===== src/rtl/except_ctrl_pkg.sv =====
// Shared CPU definitions: exception codes, CP0 status/cause bit positions
// and the exception-controller state encoding.
package except_ctrl_pkg;

  localparam logic [31:0] EXC_CODE_INT     = 32'h0000_0001;
  localparam logic [31:0] EXC_CODE_SYSCALL = 32'h0000_0008;
  localparam logic [31:0] EXC_CODE_RI      = 32'h0000_000a;
  localparam logic [31:0] EXC_CODE_TRAP    = 32'h0000_000d;
  localparam logic [31:0] EXC_CODE_OV      = 32'h0000_000c;
  localparam logic [31:0] EXC_CODE_ERET    = 32'h0000_000e;

  localparam int STATUS_IE_BIT  = 0;
  localparam int STATUS_EXL_BIT = 1;
  localparam int STATUS_IM_LSB  = 8;
  localparam int STATUS_IM_MSB  = 15;
  localparam int CAUSE_IP_LSB   = 8;
  localparam int CAUSE_IP_MSB   = 15;

  // Bit positions inside exc_flags_i = {eret, ovf, trap, inst_invalid, syscall}
  localparam int FLAG_SYSCALL = 0;
  localparam int FLAG_RI      = 1;
  localparam int FLAG_TRAP    = 2;
  localparam int FLAG_OV      = 3;
  localparam int FLAG_ERET    = 4;

  typedef enum logic [1:0] {
    ST_IDLE   = 2'd0,
    ST_COMMIT = 2'd1,
    ST_DRAIN  = 2'd2
  } exc_state_e;

endpackage


===== src/rtl/except_ctrl.sv =====
// MEM-stage exception controller: picks the highest-priority exception,
// reports it to CP0 for one cycle with a flush/redirect, then drains.
module except_ctrl
  import except_ctrl_pkg::*;
#(
  parameter logic [31:0] EXC_VECTOR   = 32'h0000_0020,
  parameter int          FLUSH_CYCLES = 2
) (
  input  logic        clk,
  input  logic        rst,
  input  logic        inst_valid_i,
  input  logic        stall_i,
  input  logic [4:0]  exc_flags_i,
  input  logic [31:0] inst_addr_i,
  input  logic        is_in_delayslot_i,
  input  logic [31:0] status_i,
  input  logic [31:0] cause_i,
  input  logic [31:0] epc_i,
  output logic [31:0] excepttype_o,
  output logic [31:0] cp0_inst_addr_o,
  output logic        cp0_delayslot_o,
  output logic        flush_o,
  output logic [31:0] new_pc_o,
  output logic        busy_o
);

  exc_state_e  state_q, state_d;
  logic [31:0] code_q, code_d;
  logic [31:0] addr_q, addr_d;
  logic        ds_q, ds_d;
  logic [31:0] pc_q, pc_d;
  logic [2:0]  cnt_q, cnt_d;

  logic        irq_pending;
  logic [31:0] win_code;
  logic        unused_bits;

  assign unused_bits = ^{status_i[31:16], status_i[7:2], cause_i[31:16], cause_i[7:0]};

  // Priority encoder; a zero code means nothing to report.
  always_comb begin
    irq_pending = status_i[STATUS_IE_BIT] && !status_i[STATUS_EXL_BIT] &&
                  ((cause_i[CAUSE_IP_MSB:CAUSE_IP_LSB] &
                    status_i[STATUS_IM_MSB:STATUS_IM_LSB]) != 8'h00);
    win_code = 32'h0;
    if (irq_pending)                    win_code = EXC_CODE_INT;
    else if (exc_flags_i[FLAG_SYSCALL]) win_code = EXC_CODE_SYSCALL;
    else if (exc_flags_i[FLAG_RI])      win_code = EXC_CODE_RI;
    else if (exc_flags_i[FLAG_TRAP])    win_code = EXC_CODE_TRAP;
    else if (exc_flags_i[FLAG_OV])      win_code = EXC_CODE_OV;
    else if (exc_flags_i[FLAG_ERET])    win_code = EXC_CODE_ERET;
  end

  always_comb begin
    state_d = state_q;
    code_d  = code_q;
    addr_d  = addr_q;
    ds_d    = ds_q;
    pc_d    = pc_q;
    cnt_d   = cnt_q;
    case (state_q)
      ST_IDLE: begin
        if (inst_valid_i && !stall_i && (win_code != 32'h0)) begin
          state_d = ST_COMMIT;
          code_d  = win_code;
          addr_d  = inst_addr_i;
          ds_d    = is_in_delayslot_i;
          pc_d    = (win_code == EXC_CODE_ERET) ? epc_i : EXC_VECTOR;
        end
      end
      ST_COMMIT: begin
        state_d = ST_DRAIN;
        cnt_d   = 3'(FLUSH_CYCLES - 1);
      end
      ST_DRAIN: begin
        if (cnt_q == 3'd0) state_d = ST_IDLE;
        else               cnt_d   = cnt_q - 3'd1;
      end
      default: state_d = ST_IDLE;
    endcase
  end

  always_ff @(posedge clk) begin
    if (!rst) begin
      state_q <= ST_IDLE;
      code_q  <= 32'h0;
      addr_q  <= 32'h0;
      ds_q    <= 1'b0;
      pc_q    <= 32'h0;
      cnt_q   <= 3'd0;
    end else begin
      state_q <= state_d;
      code_q  <= code_d;
      addr_q  <= addr_d;
      ds_q    <= ds_d;
      pc_q    <= pc_d;
      cnt_q   <= cnt_d;
    end
  end

  // CP0 report and redirect are visible only during the single COMMIT cycle.
  always_comb begin
    excepttype_o    = 32'h0;
    cp0_inst_addr_o = 32'h0;
    cp0_delayslot_o = 1'b0;
    flush_o         = 1'b0;
    new_pc_o        = 32'h0;
    if (state_q == ST_COMMIT) begin
      excepttype_o    = code_q;
      cp0_inst_addr_o = addr_q;
      cp0_delayslot_o = ds_q;
      flush_o         = 1'b1;
      new_pc_o        = pc_q;
    end
    busy_o = (state_q != ST_IDLE);
  end

endmodule


===== config.mk =====
export PLATFORM = sky130hd
export DESIGN_NAME = except_ctrl
export DESIGN_NICKNAME = d
export VERILOG_FILES = /design/src/rtl/except_ctrl_pkg.sv /design/src/rtl/except_ctrl.sv
export SDC_FILE = /design/constraint.sdc
export NUM_CORES = 1
export LEC_CHECK = 0
export ABC_AREA = 1
export CORE_UTILIZATION = 33
export DETAILED_ROUTE_END_ITERATION = 10
export PLACE_DENSITY = 0.77
export SYNTH_ARGS = -nofsm -noshare
export SYNTH_HDL_FRONTEND = slang
export SYNTH_SLANG_ARGS = --single-unit

===== constraint.sdc =====
create_clock -name clk -period 1.2 [get_ports clk]
set_input_delay 0.24 -clock clk [delete_from_list [all_inputs] [get_ports clk]]
set_output_delay 0.24 -clock clk [all_outputs]
set_load 0.03 [all_outputs]

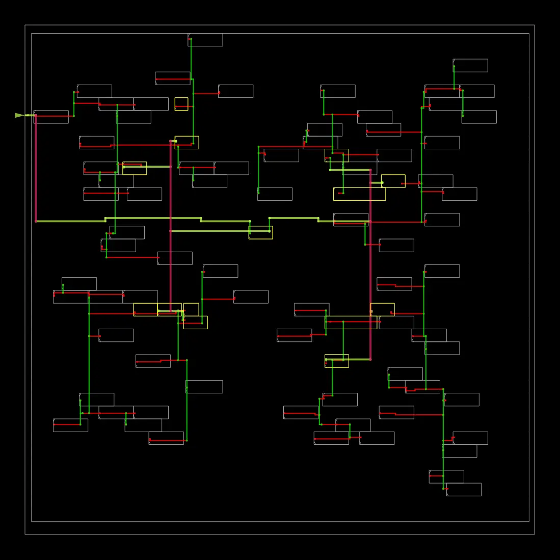
(run_1/clock_nets.png)
TritonCTS Sinks: 74
registers: 74

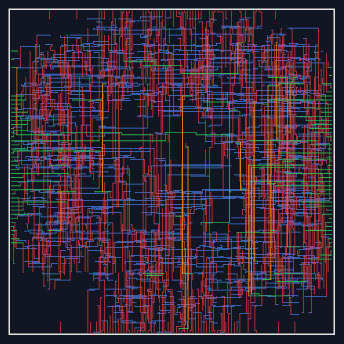
(run_1/layers.png)
(3 px per um)
legend:
  green:
    layer: M3
    wire_length: 859 um
  red:
    layer: M2
    wire_length: 8600 um
  orange:
    layer: M4
    wire_length: 668 um
  blue:
    layer: M1
    wire_length: 5560 um
drt total wl: 15700 um
GR Util All Layers: 24.2%

==> deck_impl_summary.md, run 1 <==
Key Metrics from the Run

Power and ir drop
  – Peak VDD IR: 611 uV
  – Pwr Density: 804 mW/mm^2

Critical path
  – Startpoint types: register
  – Worst path arrival time: 1.45 ns
  – Crit-path cells: inv_2 -> nor2_4 -> inv_8 -> buf_16 -> nor2_1 -> buf_4
  – Critical path's top delay family: buffers and inverters
  – Setup crit start: state_q[0]$_SDFFE_PN0P_
  – Critical path required time: 0.96 ns
  – Crit. path cell count: 6
  – Crit. End Element: output port
  – Reg2reg end: addr_q[14]$_SDFFE_PN0P_
  – Reg2Reg Depth: 9

Final layout
  – Area Overhead vs Synth: 118%
  – Ant diodes: 0
  – # nets final: 896
  – Largest registers: addr_q: 32 flops, pc_q: 32 flops, code_q: 4 flops
  – Fraction of layout cells with a size suffix above 1: 54.8%

Timing
  – Final setup margin: -0.492 ns
  – Tcrit/Tclk final: 141%
  – Tmin final: 1.69 ns
  – Setup-failing EPs final: 143

Routing
  – Router iterations before antenna repair: 4
  – Post-route DRC: 0
  – Initial DRC count: 187
  – Vias per inst: 4.87

Clock network
  – Max Buffers Root-to-Sink: 2
  – Post-CTS setup buffer count: 27
  – TritonCTS Buffers: 9
  – Latency at later pin: about 0.34 ns
  – Cts hold-fix bufs: 0

GRT
  – Global-route wire length before repair: 21600 um
  – GR Util met1: 25.1%

Min path
  – Hold crit path type: reg2reg
  – Worst Min Path Start: code_q[2]$_SDFFE_PN0P_

Logic synthesis
  – Top comb family, area: simple AND/OR/NAND/NOR gates
  – Xor+xnor area frac: 0%
  – Yosys Chip Area: 0.00370 sq mm

Die
  – Io pins: 237
  – Pre-Place Util: 34.0%
  – Core region area: about 0.011 sq mm
  – Die height: 108 um

Placed design
  – Placer Congestion: between 0.7 and 0.8
  – Post-place setup slack: -0.607 ns
  – Post-DP HPWL: 7750 um

Outcome
  – Outcome: finished, violations left
  – Failing checks: negative setup slack

Run
  – OpenROAD warnings: 76
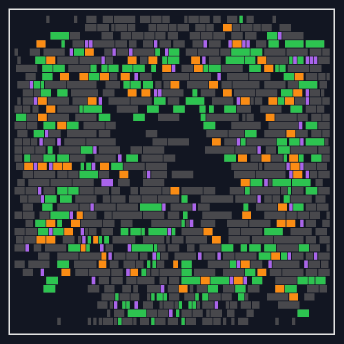
(run_1/gates.png)
(3 px per um)
legend:
  orange:
    family: aoi and oai cells
    cells: 74
    where: spread over the die
  purple:
    family: inv cells
    cells: 84
    where: spread over the die
  green:
    family: nand cells
    cells: 166
    where: spread over the die
final std cells w/o fill: 899
Commonest Layout Cell: clkdlybuf4s50_1

[run 1: layout make-up]
cell class / count / area share, %
Tap cell: 140 / 2.17
Clock buffer: 10 / 1.71
Clock inverter: 4 / 0.947
Multi-Input combinational cell: 354 / 38.1
Sequential cell: 74 / 18.4
Inverter: 84 / 4.01
Timing Repair Buffer: 233 / 34.7
[run 1: synth_stat cells]
library cell  number  area share, %
or2_4              1           0.24
nand3_2            2           0.54
nor2_2             1           0.17
inv_2              4           0.41
buf_2             15            2.0
ha_1               2           0.68
o22ai_1            1           0.17
conb_1             1           0.10
o21bai_1           1           0.20
clkinv_1           1           0.10
nor2_1            78            7.9
a21oi_1           67            9.1
a211oi_1           1           0.20
buf_1              1           0.10
nand2_4            1           0.30
o21ai_1            2           0.27
nor3_1             1           0.14
clkbuf_1          12            1.2
buf_6              5            1.5
nand3_1           70            9.5
nand2_1           89            9.0
inv_1             79            8.0
buf_4             29            5.9
nand3b_1           1           0.20
nand2_2            1           0.17
dfxtp_1           74             40
o21ai_0            2           0.27
nor2_4             2           0.61
nand3_4            1           0.47
nor3_4             1           0.44
[run 1: per-stage QoR]
step           setup TNS (ns)  hold slack, ns  power, mW  cells
6_report               -55.26           0.467       6.48    899
5_1_grt                -65.18           0.463       6.72    899
2_1_floorplan          -28.09           0.361       3.29    573
3_5_place_dp           -48.02           0.451       3.72    841
3_3_place_gp           -43.72           0.447       3.69    841
4_1_cts                -63.33           0.451       6.29    897
[run 1: where the power goes]
group,internal (mW),switching [mW]
logic,0.842,0.898
clock network,1.21,0.932
registers,2.53,0.0660
[run 1: metal layers]
layer | wire length, um | share of wire [%]
met2 | 8600 | 55
met4 | 668 | 4.3
met5 | 0 | 0
met3 | 858 | 5.5
met1 | 5560 | 35
==> run_1/port_trees.png <==
(4 px per um)
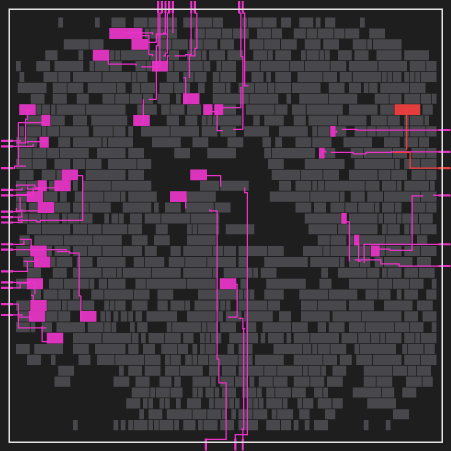

==> inputs of run 2 (changes only) <==
--- a/config.mk
+++ b/config.mk
@@ -8,7 +8,7 @@
 export ABC_AREA = 1
 export CORE_UTILIZATION = 33
 export DETAILED_ROUTE_END_ITERATION = 10
-export PLACE_DENSITY = 0.77
+export PLACE_DENSITY = 0.84
 export SYNTH_ARGS = -nofsm -noshare
 export SYNTH_HDL_FRONTEND = slang
 export SYNTH_SLANG_ARGS = --single-unit
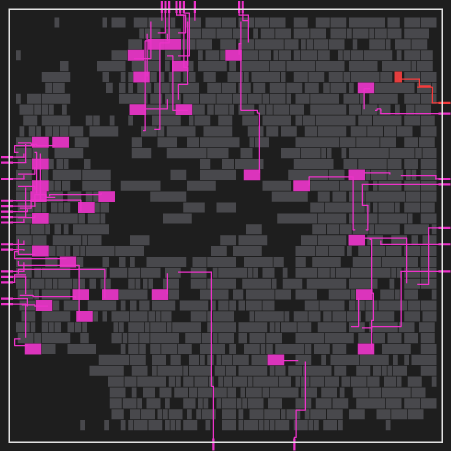
(run_2/port_trees.png)
(4 px per um)
legend:
  magenta:
    port: `new_pc_o`
    bits: 32
    direction: output
    end_cells: 32
    buffers: 32
    wire: 851 um
  red:
    port: `is_in_delayslot_i`
    bits: 1
    direction: input
    end_cells: 1
    buffers: 1
    wire: 18.7 um
io pins: 237
number of port buffers: 162

==> run 2 against run 1 <==
- the run still ends with negative setup slack left
- worst hold slack got worse by 0.0045 ns
- synthesized area did not move
- largest power group unchanged
- via count fell by 0.14%
- sequential share of layout area rose by 0.32 points
- sequential power barely moved
- final cell count rose by 0.22%
- die size did not move
- clock skew rose by 0.0025 ns
- design area fell by 1.6%
- utilization fell by 1.2 points
- combinational power fell by 3%
- worst setup slack barely moved
==> deck_impl_summary.md, run 2 <==
Key Metrics from the Run

Power and ir drop
  – Pwr Density: 788 mW/mm^2 (-2.0%)
  – Comb. pwr: 1.69 mW (-3%)
  – Clock share of power: 31.5% (-1.6 points)
  – P_int: 4.31 mW (-6.0%)
  – Top power group: sequential cells
  – Clock Power: 1.97 mW (-8%)
  – Psw: 1.94 mW (+2.4%)
  – Tot Pwr: 6.25 mW (-3.5%)
  – Gate power share: 27.0% (about the same)
  – Seq pwr share: 41.5% (+1.5 points)

Routing
  – Post-route DRC: 0 (unchanged)
  – Vias per inst: 4.85 (-0.36%)
  – Router iterations before antenna repair: 7 (+3)

Placed design
  – Placer Congestion: 0.811 (+9.6%)

Logic synthesis
  – Area leader share: 40.1% (unchanged)
  – Leading area contributor after synthesis: dfxtp_1
  – Async SR Flop Fraction: 0% (unchanged)
  – Post-synth top cells: nand2_1, inv_1, nor2_1, dfxtp_1, nand3_1

Timing
  – Hold WS: 0.463 ns (-0.00447 ns)
  – Setup-failing EPs final: 145 (+1.4%)
  – Tcrit/Tclk final: 141% (about the same)
  – Final setup margin: -0.492 ns (+0.000106 ns)

Final layout
  – # nets final: 896 (unchanged)
  – Ant diodes: 0 (unchanged)
  – Fraction of layout cells with a size suffix above 1: 48.5% (-6.3 points)

Clock network
  – Cts hold-fix bufs: 0 (unchanged)
  – TritonCTS Sinks: 74 (unchanged)
  – Post-CTS setup buffer count: 12 (-56%)

Min path
  – Hold crit path type: reg2reg

Outcome
  – Failing checks: negative setup slack
  – Outcome: finished, violations left

GRT
  – GR Util All Layers: 21.9% (-2.3 points)
  – Global-route wire length before repair: 19700 um (-9.2%)

Critical path
  – Critical path required time: 0.96 ns (about the same)
  – Critical path's top delay family: buffers and inverters

Run
  – OpenROAD warnings: 76 (unchanged)
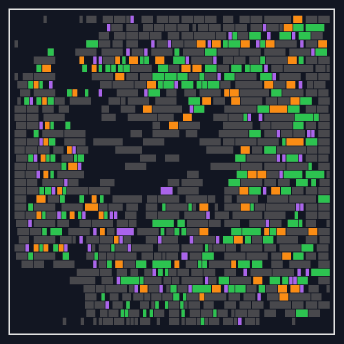
(run_2/gates.png)
(3 px per um)
final std cells w/o fill: 901
Comb/total area: 35.5%

-- run 2: area by class of cell --
cell class                      count  area (sq um)  area share [%]
Timing Repair Buffer              233          2920            36.8
Clock inverter                      6          66.3           0.836
Timing Repair inverter              1          11.3           0.142
Clock buffer                       10           128            1.61
Tap cell                          140           175            2.21
Inverter                           84           330            4.16
Sequential cell                    74          1490            18.7
Multi-Input combinational cell    353          2820            35.5
-- run 2: logic make-up after synthesis --
family                     synth area share, %
and+or+nand+nor                           29.7
buffers and inverters                     19.3
AOI/OAI and AO/OA                         10.2
DFF                                       40.1
adders and majority gates                0.676
other                                    0.101
-- run 2: metrics by stage --
step	setup slack [ns]	util, %	cells	setup TNS (ns)
after global placement	-0.551	53.8	846	-46.81
after floorplan	-0.321	-	573	-28.09
after global routing	-0.550	72.9	901	-68.68
after detailed placement	-0.582	53.8	846	-49.42
after CTS	-0.559	62.5	885	-61.74
final	-0.492	72.9	901	-60.44
-- run 2: final timing paths --
kind | slack [ns] | start | endpoint | cells after the start
max reg2reg | -0.48 | state_q[1]$_SDFFE_PN0P_ | pc_q[3]$_SDFFE_PN0P_ | 9
min | 0.46 | pc_q[18]$_SDFFE_PN0P_ | pc_q[18]$_SDFFE_PN0P_ | 2
min reg2reg | 0.46 | pc_q[18]$_SDFFE_PN0P_ | pc_q[18]$_SDFFE_PN0P_ | 2
max | -0.49 | state_q[0]$_SDFFE_PN0P_ | cp0_inst_addr_o[24] | 7
-- run 2: routing by layer --
| layer | wire [um] | GRT usage (%) | part of all wire [%] |
|---|---|---|---|
| met1 | 5860 | 24.6 | 37 |
| met2 | 8530 | 41.2 | 54 |
| met4 | 516 | 6.07 | 3.3 |
| met3 | 962 | 4.42 | 6.1 |
| met5 | 0 | 0 | 0 |
Power and IR drop assume default switching activity.
